==> src/rtl/instruction_fetch_pkg.sv <==
// Shared definitions for the instruction fetch stage: opcodes, instruction
// field positions, default address width and the fetch FSM state type.
package instruction_fetch_pkg;

  localparam int ADDR_W_DEFAULT = 10;

  localparam logic [5:0] OP_JUMP = 6'b010100;
  localparam logic [5:0] OP_BEQ  = 6'b000100;
  localparam logic [5:0] OP_BNE  = 6'b000110;

  localparam int OPC_HI  = 31;
  localparam int OPC_LO  = 26;
  localparam int JTGT_HI = 25;
  localparam int JTGT_LO = 0;

  typedef enum logic {
    ST_RUN   = 1'b0,
    ST_FAULT = 1'b1
  } fetch_state_t;

  function automatic logic is_jump(input logic [31:0] instr);
    return instr[OPC_HI:OPC_LO] == OP_JUMP;
  endfunction

endpackage

==> src/rtl/instruction_fetch_pc_next.sv <==
// Next-PC priority select: hold on fault, redirect, hold on stall,
// jump, else sequential increment (wraps modulo 2^ADDR_W).
module fetch_pc_next #(
  parameter int ADDR_W = 10
) (
  input  logic [ADDR_W-1:0] i_pc,
  input  logic              i_fault_hold,
  input  logic              i_branch_taken,
  input  logic [ADDR_W-1:0] i_branch_target,
  input  logic              i_stall,
  input  logic              i_is_jump,
  input  logic [ADDR_W-1:0] i_jump_target,
  output logic [ADDR_W-1:0] o_pc_next
);

  always_comb begin
    o_pc_next = i_pc + ADDR_W'(1);
    if (i_fault_hold) begin
      o_pc_next = i_pc;
    end else if (i_branch_taken) begin
      o_pc_next = i_branch_target;
    end else if (i_stall) begin
      o_pc_next = i_pc;
    end else if (i_is_jump) begin
      o_pc_next = i_jump_target;
    end
  end

endmodule

==> src/rtl/instruction_fetch.sv <==
// Instruction fetch stage: PC register, RUN/FAULT sequencing and the IF/ID
// pipeline register. Memory read is combinational off the live PC.
//
//   state    | meaning
//   ST_RUN   | fetching normally
//   ST_FAULT | PC left the legal range; frozen until reset
module instruction_fetch
  import instruction_fetch_pkg::*;
#(
  parameter int ADDR_W    = ADDR_W_DEFAULT,
  parameter int MEM_WORDS = 81,
  parameter int RESET_PC  = 0
) (
  input  logic              clock,
  input  logic              reset_n,
  input  logic              stall,
  input  logic              branch_taken,
  input  logic [ADDR_W-1:0] branch_target,
  output logic [ADDR_W-1:0] address,
  input  logic [31:0]       instrucao,
  output logic [31:0]       if_instr,
  output logic [ADDR_W-1:0] if_pc,
  output logic              if_valid,
  output logic              fetch_fault
);

  localparam logic [ADDR_W:0] LP_LIMIT = (ADDR_W+1)'(MEM_WORDS);

  fetch_state_t      r_state;
  fetch_state_t      w_state_next;
  logic [ADDR_W-1:0] r_pc;
  logic [ADDR_W-1:0] w_pc_next;
  logic              w_pc_oob;
  logic              w_fault_hold;

  assign address     = r_pc;
  assign fetch_fault = (r_state == ST_FAULT);
  assign w_pc_oob    = ({1'b0, r_pc} >= LP_LIMIT);

  // An out-of-range PC is forgiven only if this same edge redirects away.
  always_comb begin
    w_state_next = r_state;
    if (r_state == ST_RUN && w_pc_oob && !branch_taken) begin
      w_state_next = ST_FAULT;
    end
  end

  assign w_fault_hold = (w_state_next == ST_FAULT);

  fetch_pc_next #(.ADDR_W(ADDR_W)) u_pc_next (
    .i_pc            (r_pc),
    .i_fault_hold    (w_fault_hold),
    .i_branch_taken  (branch_taken),
    .i_branch_target (branch_target),
    .i_stall         (stall),
    .i_is_jump       (is_jump(instrucao)),
    .i_jump_target   (instrucao[JTGT_LO +: ADDR_W]),
    .o_pc_next       (w_pc_next)
  );

  always_ff @(posedge clock or negedge reset_n) begin
    if (!reset_n) begin
      r_state <= ST_RUN;
      r_pc    <= ADDR_W'(RESET_PC);
    end else begin
      r_state <= w_state_next;
      r_pc    <= w_pc_next;
    end
  end

  always_ff @(posedge clock or negedge reset_n) begin
    if (!reset_n) begin
      if_instr <= '0;
      if_pc    <= '0;
      if_valid <= 1'b0;
    end else if (w_fault_hold || branch_taken) begin
      if_valid <= 1'b0;
    end else if (!stall) begin
      if_instr <= instrucao;
      if_pc    <= r_pc;
      if_valid <= 1'b1;
    end
  end

endmodule

==> config.mk <==
export PLATFORM = sky130hd
export DESIGN_NAME = instruction_fetch
export DESIGN_NICKNAME = d
export VERILOG_FILES = /design/src/rtl/instruction_fetch_pkg.sv /design/src/rtl/instruction_fetch_pc_next.sv /design/src/rtl/instruction_fetch.sv
export SDC_FILE = /design/constraint.sdc
export NUM_CORES = 1
export LEC_CHECK = 0
export CAP_MARGIN = 0
export CORE_MARGIN = 2
export CORE_UTILIZATION = 40
export CTS_CLUSTER_DIAMETER = 80
export DETAILED_ROUTE_END_ITERATION = 16
export GPL_TIMING_DRIVEN = 0
export HOLD_SLACK_MARGIN = 0.08
export PLACE_DENSITY_LB_ADDON = 0.2
export SYNTH_ARGS = -nofsm -noshare
export SYNTH_HDL_FRONTEND = slang
export SYNTH_HIERARCHICAL = 1
export SYNTH_SLANG_ARGS = --single-unit
==> constraint.sdc <==
create_clock -name clock -period 2.05 [get_ports clock]
set_input_delay 0.3075 -clock clock [delete_from_list [all_inputs] [get_ports clock]]
set_output_delay 0.3075 -clock clock [all_outputs]
set_load 0.05 [all_outputs]
==> job_summary.md <==
### Metrics collected by this job

| Metric | Value |
|---|---|
| CTS Buf Count | `5` |
| Pint | `0.00158 W` |
| WS Path Type | `reg -> reg` |
| First-pass GRT wire length | `10.9 mm` |
| Switching share of power | `30.9%` |
| Number of logged tool warnings | `27` |
| Nets | `371` |
| Reg clk slew, reported paths | `100 ps` |
| Layout cell share with drive strength beyond 1 | `25.0%` |
| Clk sink count | `54` |
| Syn Inst Count | `211` |
| Final Hold Slack | `450 ps` |
| Die span in x | `86.1 um` |
| Ant diodes | `0` |
| Logic area | `1260 um2` |
| DR iter-0 viols | `118` |
| Leak | `1.84 nW` |
| I/O Pins | `100` |
| Synth unique cells | `42` |
| H-tree levels | `2` |
| Reg power frac | `51.4%` |
| Via density per instance | `5.19` |
| Storage element area | `1360 um2` |
| Critical Path Sink Type | `flop` |
| CP Data Required Time | `2240 ps` |
| Wire per inst | `16.9 um` |
| Layout area overhead | `47.6%` |
| Relative slew slack | `63.3%` |
| Outcome | `finished clean` |
| Slew @ Worst Pin | `548 ps` |
| Net Sw Power | `0.000708 W` |
| Unrepaired setup endpoints after global routing | `true` |
| Antenna viol nets, final | `0` |
| Min Tclk post-route | `2050 ps` |
| # setup viols final | `0` |
| Top cell area share | `50.1%` |
| Crit-path max FO | `5` |
| Fin crit share | `99.8%` |
## repair_timing
action	CTS	global route
endpoints found under the hold margin	16	0
resized	3	7
endpoints found under the setup margin	10	11
hold buffers	1	0
setup buffers	2	3
## layout by cell type (no fill, tap or decap), types with 2 or more instances in the layout
cell,count
nand4_1,2
o31ai_1,2
and2_1,3
xnor2_1,2
clkbuf_8,5
o22ai_1,4
a21o_1,2
buf_2,3
inv_1,10
a211oi_1,2
dfrtp_2,4
dfrtp_4,2
a221oi_1,2
mux2_2,3
mux2i_1,3
nor2_1,11
o21ai_0,8
clkdlybuf4s50_1,96
clkbuf_1,2
nand2_1,6
a22oi_1,4
mux2_4,37
nand3_1,3
a21oi_1,12
buf_6,5
dfrtp_1,48
buf_4,6
nor2b_1,6
## cells in the mapped netlist (4+ instances only)
cell and number:
o22ai_1 4, a21oi_1 12, a22oi_1 4, buf_6 5
o21ai_0 9, nor2b_1 6, mux2_4 37, dfrtp_1 54
nor2_1 11, inv_1 11, nand2_1 7
## cell type report
cell class | count | share of cell area (%)
Buffer | 10 | 2.07
Clock buffer | 6 | 1.82
Clock inverter | 1 | 0.189
Inverter | 11 | 1.10
Multi-Input combinational cell | 136 | 31.7
Sequential cell | 54 | 34.2
Tap cell | 77 | 2.42
Timing Repair Buffer | 106 | 26.5
## worst paths after layout
| kind | start | slack [ps] | cells past startpoint | endpoint |
|---|---|---|---|---|
| max | address[6] | 4 | 6 | address[5] |
| min | reset_n | 450 | 2 | if_instr[10] |
| max reg2reg | address[6] | 4 | 6 | address[5] |
| min reg2reg | if_pc[8] | 490 | 1 | if_pc[8] |
| max in group asynchronous | reset_n | 1050 | 3 | address[6] |
| min in group clock | if_pc[8] | 490 | 1 | if_pc[8] |
## critical path, delay by kind of cell, from the launching register on
family / cells / cell delay [ps]
and+or+nand+nor: 1 / 260
AOI/OAI and AO/OA: 5 / 1160
DFF: 1 / 510
## stage by stage
step	util, %	std cells	power (W)	setup WS, ps	area (um2)
global placement	59.4	387	0.00170	-1390	3810
global route	62.0	401	0.00240	-74.0	3980
CTS	61.4	398	0.00230	3.07	3950
finish	62.0	401	0.00229	3.72	3980
floorplan	-	211	0.00147	6.79	2730
detailed placement	59.6	388	0.00171	-520	3830
## logic make-up after synthesis
logic type               after synthesis  synth area share [%]
AND/OR/NAND/NOR                       45                  9.51
buffers and inverters                 21                  4.55
AND-OR/OR-AND                         45                  11.8
flip-flops                            54                  50.1
adder cells (fa/ha/maj)                1                 0.464
multiplexers                          43                  23.0
XOR/XNOR                               2                 0.649
## flip-flops by register name, summed over array words and instances (netlist names)
signal       count
if_instr        32
address         10
if_pc           10
fetch_fault      1
if_valid         1
## layer usage
metal / share of wire (%) / up-vias
met5: 0 / -
met1: 46 / 1009
met3: 5.0 / 12
met2: 46 / 65
met4: 1.9 / 0
li1: - / 996
## power by group through the flow
stage,combinational [W],clock [W],sequential (W)
6_report,0.000531,0.000581,0.00118
5_1_grt,0.000569,0.000646,0.00119
4_1_cts,0.000519,0.000600,0.00118
3_5_place_dp,0.000500,0,0.00121
3_3_place_gp,0.000490,0,0.00121
2_1_floorplan,0.000157,0,0.00131
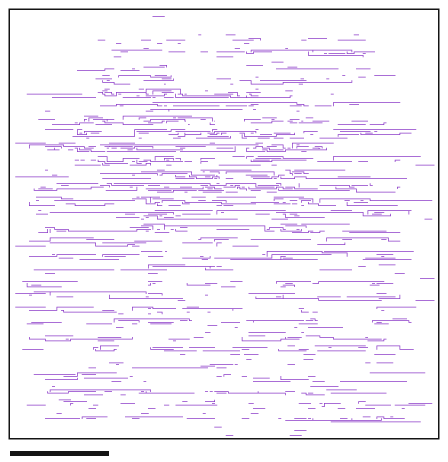
*Metal 1*
Scale bar: 20 um.
wire length on this layer = 3,150 um
nets with wire on the layer = 328
Routed WL: 6.78 mm
met1 Resource Use GR: 26.1%
vias: 2,082

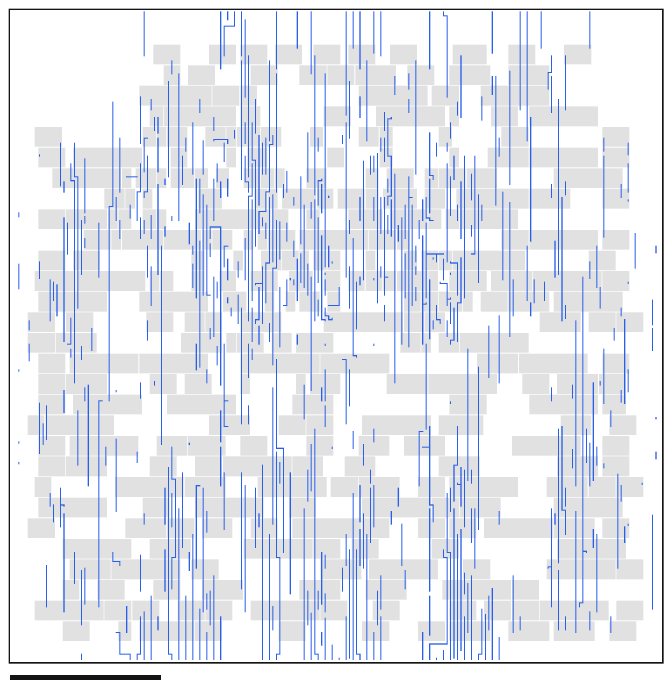
*Metal 2*
Scale bar: 20 um. Cells faint in the background.
wire length on this layer = 3,150 um
main direction = vertical
M2 GR Usage: 29.6%

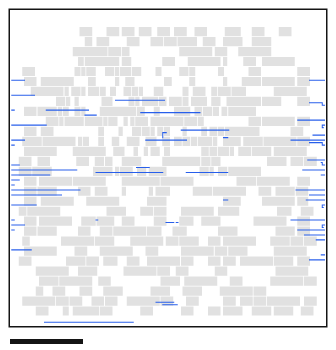
*The metal 3 layer*
Scale bar: 20 um. Cells faint in the background.
main direction = horizontal
nets with wire on the layer = 50
longest straight run = 24.1 um
share of all routed wire = 5.1%
wire length on this layer = 343 um
GR Util met3: 3.95%

Power and IR drop assume default switching activity.
